[src/rtl/control_pkg.sv]
// Shared constants for the multi-cycle control unit:
// opcode/funct fields, FSM state codes, operation codes, default widths.
package control_pkg;

   localparam int XLEN_DEF = 64;
   localparam int ILEN_DEF = 32;

   localparam logic [6:0] OPC_LOAD  = 7'b0000011;
   localparam logic [6:0] OPC_STORE = 7'b0100011;
   localparam logic [6:0] OPC_OP    = 7'b0110011;
   localparam logic [6:0] OPC_OPIMM = 7'b0010011;

   localparam logic [2:0] F3_D    = 3'b011;
   localparam logic [2:0] F3_ADD  = 3'b000;

   localparam logic [6:0] F7_ADD  = 7'b0000000;
   localparam logic [6:0] F7_SUB  = 7'b0100000;

   localparam logic [2:0] ST_IDLE   = 3'd0;
   localparam logic [2:0] ST_DECODE = 3'd1;
   localparam logic [2:0] ST_EXEC   = 3'd2;
   localparam logic [2:0] ST_MEM    = 3'd3;
   localparam logic [2:0] ST_WB     = 3'd4;
   localparam logic [2:0] ST_ERR    = 3'd5;

   localparam logic [2:0] OP_NONE = 3'd0;
   localparam logic [2:0] OP_LD   = 3'd1;
   localparam logic [2:0] OP_SD   = 3'd2;
   localparam logic [2:0] OP_ADD  = 3'd3;
   localparam logic [2:0] OP_SUB  = 3'd4;
   localparam logic [2:0] OP_ADDI = 3'd5;

endpackage

[src/rtl/control_unit_mc_imm_gen.sv]
// imm_gen: combinational immediate extraction and sign extension.
// Ports: instr_i (instruction), op_i (decoded op code), imm_o (XLEN immediate).
module imm_gen
   import control_pkg::*;
#(
   parameter int XLEN = XLEN_DEF,
   parameter int ILEN = ILEN_DEF
) (
   input  logic [ILEN-1:0] instr_i,
   input  logic [2:0]      op_i,
   output logic [XLEN-1:0] imm_o
);

   logic [11:0] imm_i12;
   logic [11:0] imm_s12;

   assign imm_i12 = instr_i[31:20];
   assign imm_s12 = {instr_i[31:25], instr_i[11:7]};

   always_comb begin
      imm_o = '0;
      unique case (1'b1)
         (op_i == OP_LD),
         (op_i == OP_ADDI): imm_o = {{(XLEN-12){instr_i[31]}}, imm_i12};
         (op_i == OP_SD):   imm_o = {{(XLEN-12){instr_i[31]}}, imm_s12};
         default:           imm_o = '0;
      endcase
   end

endmodule

[src/rtl/control_unit_mc.sv]
// control_unit_mc: multi-cycle sequencer for ld/sd/add/sub/addi.
// Ports: clk, reset, instr_valid/instruction/instr_ready handshake in;
// registered field, immediate, mux-select, enable, done, illegal outputs.
module control_unit_mc
   import control_pkg::*;
#(
   parameter int XLEN = XLEN_DEF,
   parameter int ILEN = ILEN_DEF
) (
   input  logic            clk,
   input  logic            reset,
   input  logic            instr_valid,
   input  logic [ILEN-1:0] instruction,
   output logic            instr_ready,
   output logic [XLEN-1:0] immediate,
   output logic [4:0]      readRegister1,
   output logic [4:0]      readRegister2,
   output logic [4:0]      writeRegister,
   output logic            writeEnable_DataMemory,
   output logic            writeEnable_Registers,
   output logic            muxSelect_SumVsReadData,
   output logic            muxSelect_ImmVsDataout2,
   output logic            SumOrSub,
   output logic            done,
   output logic            illegal
);

   logic [2:0]      state_q, state_d;
   logic [2:0]      op_q, op_d;
   logic [ILEN-1:0] instr_q, instr_d;

   logic [XLEN-1:0] imm_q;
   logic [4:0]      rs1_q, rs2_q, rd_q;
   logic            we_dm_q, we_rf_q;
   logic            sel_rd_q, sel_imm_q, sub_q;
   logic            done_q, ill_q, ready_q;

   logic [6:0]      opc, f7;
   logic [2:0]      f3;
   logic [2:0]      dec_op;
   logic [XLEN-1:0] imm_w;
   logic            hs;

   assign opc = instr_q[6:0];
   assign f3  = instr_q[14:12];
   assign f7  = instr_q[31:25];
   assign hs  = instr_valid & ready_q;

   always_comb begin
      dec_op = OP_NONE;
      unique case (1'b1)
         (opc == OPC_LOAD  && f3 == F3_D):   dec_op = OP_LD;
         (opc == OPC_STORE && f3 == F3_D):   dec_op = OP_SD;
         (opc == OPC_OP && f3 == F3_ADD
            && f7 == F7_ADD):                dec_op = OP_ADD;
         (opc == OPC_OP && f3 == F3_ADD
            && f7 == F7_SUB):                dec_op = OP_SUB;
         (opc == OPC_OPIMM && f3 == F3_ADD): dec_op = OP_ADDI;
         default:                            dec_op = OP_NONE;
      endcase
   end

   imm_gen #(
      .XLEN (XLEN),
      .ILEN (ILEN)
   ) u_imm (
      .instr_i (instr_q),
      .op_i    (dec_op),
      .imm_o   (imm_w)
   );

   always_comb begin
      state_d = state_q;
      op_d    = op_q;
      instr_d = instr_q;
      unique case (state_q)
         ST_IDLE: begin
            if (hs) begin
               instr_d = instruction;
               state_d = ST_DECODE;
            end
         end
         ST_DECODE: begin
            op_d    = dec_op;
            state_d = (dec_op == OP_NONE) ? ST_ERR : ST_EXEC;
         end
         ST_EXEC: begin
            state_d = (op_q == OP_LD || op_q == OP_SD) ? ST_MEM : ST_WB;
         end
         ST_MEM: begin
            state_d = (op_q == OP_LD) ? ST_WB : ST_IDLE;
         end
         ST_WB:   state_d = ST_IDLE;
         ST_ERR:  state_d = ST_IDLE;
         default: state_d = ST_IDLE;
      endcase
   end

   // Strobes are registered against the next state so they line up
   // with the cycle the FSM spends in that state.
   always_ff @(posedge clk) begin
      if (reset) begin
         state_q   <= ST_IDLE;
         op_q      <= OP_NONE;
         instr_q   <= '0;
         imm_q     <= '0;
         rs1_q     <= '0;
         rs2_q     <= '0;
         rd_q      <= '0;
         we_dm_q   <= 1'b0;
         we_rf_q   <= 1'b0;
         sel_rd_q  <= 1'b0;
         sel_imm_q <= 1'b0;
         sub_q     <= 1'b0;
         done_q    <= 1'b0;
         ill_q     <= 1'b0;
         ready_q   <= 1'b0;
      end else begin
         state_q <= state_d;
         op_q    <= op_d;
         instr_q <= instr_d;
         if (state_q == ST_DECODE) begin
            imm_q     <= imm_w;
            rs1_q     <= instr_q[19:15];
            rs2_q     <= (dec_op == OP_ADD || dec_op == OP_SUB ||
                          dec_op == OP_SD) ? instr_q[24:20] : 5'd0;
            rd_q      <= (dec_op == OP_ADD || dec_op == OP_SUB ||
                          dec_op == OP_ADDI || dec_op == OP_LD) ?
                         instr_q[11:7] : 5'd0;
            sel_rd_q  <= (dec_op == OP_LD);
            sel_imm_q <= (dec_op == OP_LD || dec_op == OP_SD ||
                          dec_op == OP_ADDI);
            sub_q     <= (dec_op == OP_SUB);
         end
         we_dm_q <= (state_d == ST_MEM) && (op_q == OP_SD);
         we_rf_q <= (state_d == ST_WB) && (rd_q != 5'd0);
         done_q  <= (state_d == ST_WB) ||
                    ((state_d == ST_MEM) && (op_q == OP_SD));
         ill_q   <= (state_d == ST_ERR);
         ready_q <= (state_d == ST_IDLE);
      end
   end

   assign instr_ready             = ready_q;
   assign immediate               = imm_q;
   assign readRegister1           = rs1_q;
   assign readRegister2           = rs2_q;
   assign writeRegister           = rd_q;
   assign writeEnable_DataMemory  = we_dm_q;
   assign writeEnable_Registers   = we_rf_q;
   assign muxSelect_SumVsReadData = sel_rd_q;
   assign muxSelect_ImmVsDataout2 = sel_imm_q;
   assign SumOrSub                = sub_q;
   assign done                    = done_q;
   assign illegal                 = ill_q;

endmodule

[config.mk]
export PLATFORM = sky130hd
export DESIGN_NAME = control_unit_mc
export DESIGN_NICKNAME = d
export VERILOG_FILES = /design/src/rtl/control_pkg.sv /design/src/rtl/control_unit_mc_imm_gen.sv /design/src/rtl/control_unit_mc.sv
export SDC_FILE = /design/constraint.sdc
export NUM_CORES = 1
export LEC_CHECK = 0
export CAP_MARGIN = 25
export CORE_ASPECT_RATIO = 1.4
export CORE_MARGIN = 2
export CORE_UTILIZATION = 35
export CTS_BUF_LIST = sky130_fd_sc_hd__clkbuf_8
export CTS_CLUSTER_SIZE = 24
export DETAILED_ROUTE_END_ITERATION = 10
export PLACE_DENSITY_LB_ADDON = 0.08
export SLEW_MARGIN = 5
export SYNTH_ARGS = -nofsm -noshare
export SYNTH_HDL_FRONTEND = slang
export SYNTH_HIERARCHICAL = 1
export SYNTH_SLANG_ARGS = --single-unit
[constraint.sdc]
create_clock -name clk -period 5.4 [get_ports clk]
set_input_delay 1.35 -clock clk [delete_from_list [all_inputs] [get_ports clk]]
set_output_delay 1.35 -clock clk [all_outputs]
set_load 0.02 [all_outputs]
==> run notes <==
flow finished, numbers: status=completed, fillcell total=1,396, cell type with the largest total area=dfxtp_1, largest net degree at the start of global routing=63, HPWL Detailed=8260 um, Data buffer area share=20.1%, antenna violations before repair=1, Clk pwr share=42.6%, Num CTS Buffers=17, Die Y=146 um, XOR/XNOR Fraction of Synth Area=0.175%, dpl cell area=0.00599 mm^2, Floorplan Nets=657, metal2 WL=6230 um, period utilization=57.9%, and-or/or-and share of the synthesized area=17.8%, CTS tree=built, min Tclk post-route=3.13 ns, Clock-cell share=6.21%, highest-power group=sequential cells, Power, Total=0.00191 W, DRT Pass-1 Iters=4, CTS resizes=0, Largest register FFs=64, Setup crit end kind=flop, Psw=0.000464 W, Slew Limit Fails=0, Post-Route WL=12,100 um, # DRC=0, GRT met2 Usage=28.0%, Core Area=0.0140 mm^2, gpl congestion=0.835, worst-path maximum fanout=19, WS Path Type=reg -> reg, clk pwr=0.000817 W, pwr/cell area=299 mW/mm^2, clk sink count=125, Nets=713, number of non-clock inverters=3, Overall Global Routing Usage=16.1%, Logic family by area=simple AND/OR/NAND/NOR gates, Synth Flop Type=dfxtp_1, post-layout util=45.9%
cells in the mapped netlist, drive strengths merged (2+ instances only):
cell type / n
dfxtp: 125
inv: 3
a22o: 11
nor2b: 2
nor3: 4
clkbuf: 37
a21o: 2
a32oi: 2
nand2: 207
a32o: 6
nor2: 15
a21boi: 7
o31ai: 2
o21ai: 6
buf: 55
nor3b: 3
nor4: 4
nand3: 3
or3b: 4
a21oi: 104
nand2b: 3
worst max-delay path: stages, from the launching register on:
cell and delay [ns]:
dfxtp_1 0.33, or4_4 0.56, or3_4 0.43, o21ai_0 0.21, and2_1 0.23, nand2b_1 0.23
a21boi_4 0.57, buf_4 0.29, nand2_1 0.06, a21oi_1 0.13
drive_strength.png
Scale: 2 px per um.
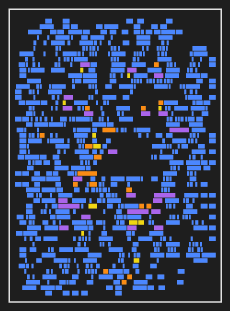
drive 3 to 4: marked orange, cells 17, most used buf_4. drive 2: marked yellow, cells 11, most used clkinv_2. drive 1 or less: marked blue, cells 640, most used nand2_1. drive 6 and up: marked purple, cells 22, most used clkbuf_8.
Layout Cell Area excl Fill: 0.00641 mm^2
Non-CTS buffers: 129

zoom.png
Region (14, 97) to (39, 122) um. Cells in gray, sequential cells in the stronger gray; small squares are vias.
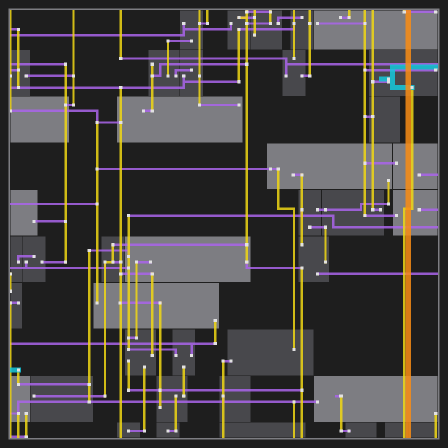
met1: marked purple. met4: marked orange. met3: marked cyan. met2: marked yellow.
28 logic cells have their middle in the window. Sequential cells in the window: 6. Most frequent: nand2_1 (11), dfxtp_1 (6), a21oi_1 (5). Netlist names of flops here include immediate (4), instr_q (2).

Power is estimated from default activity; no workload was simulated.
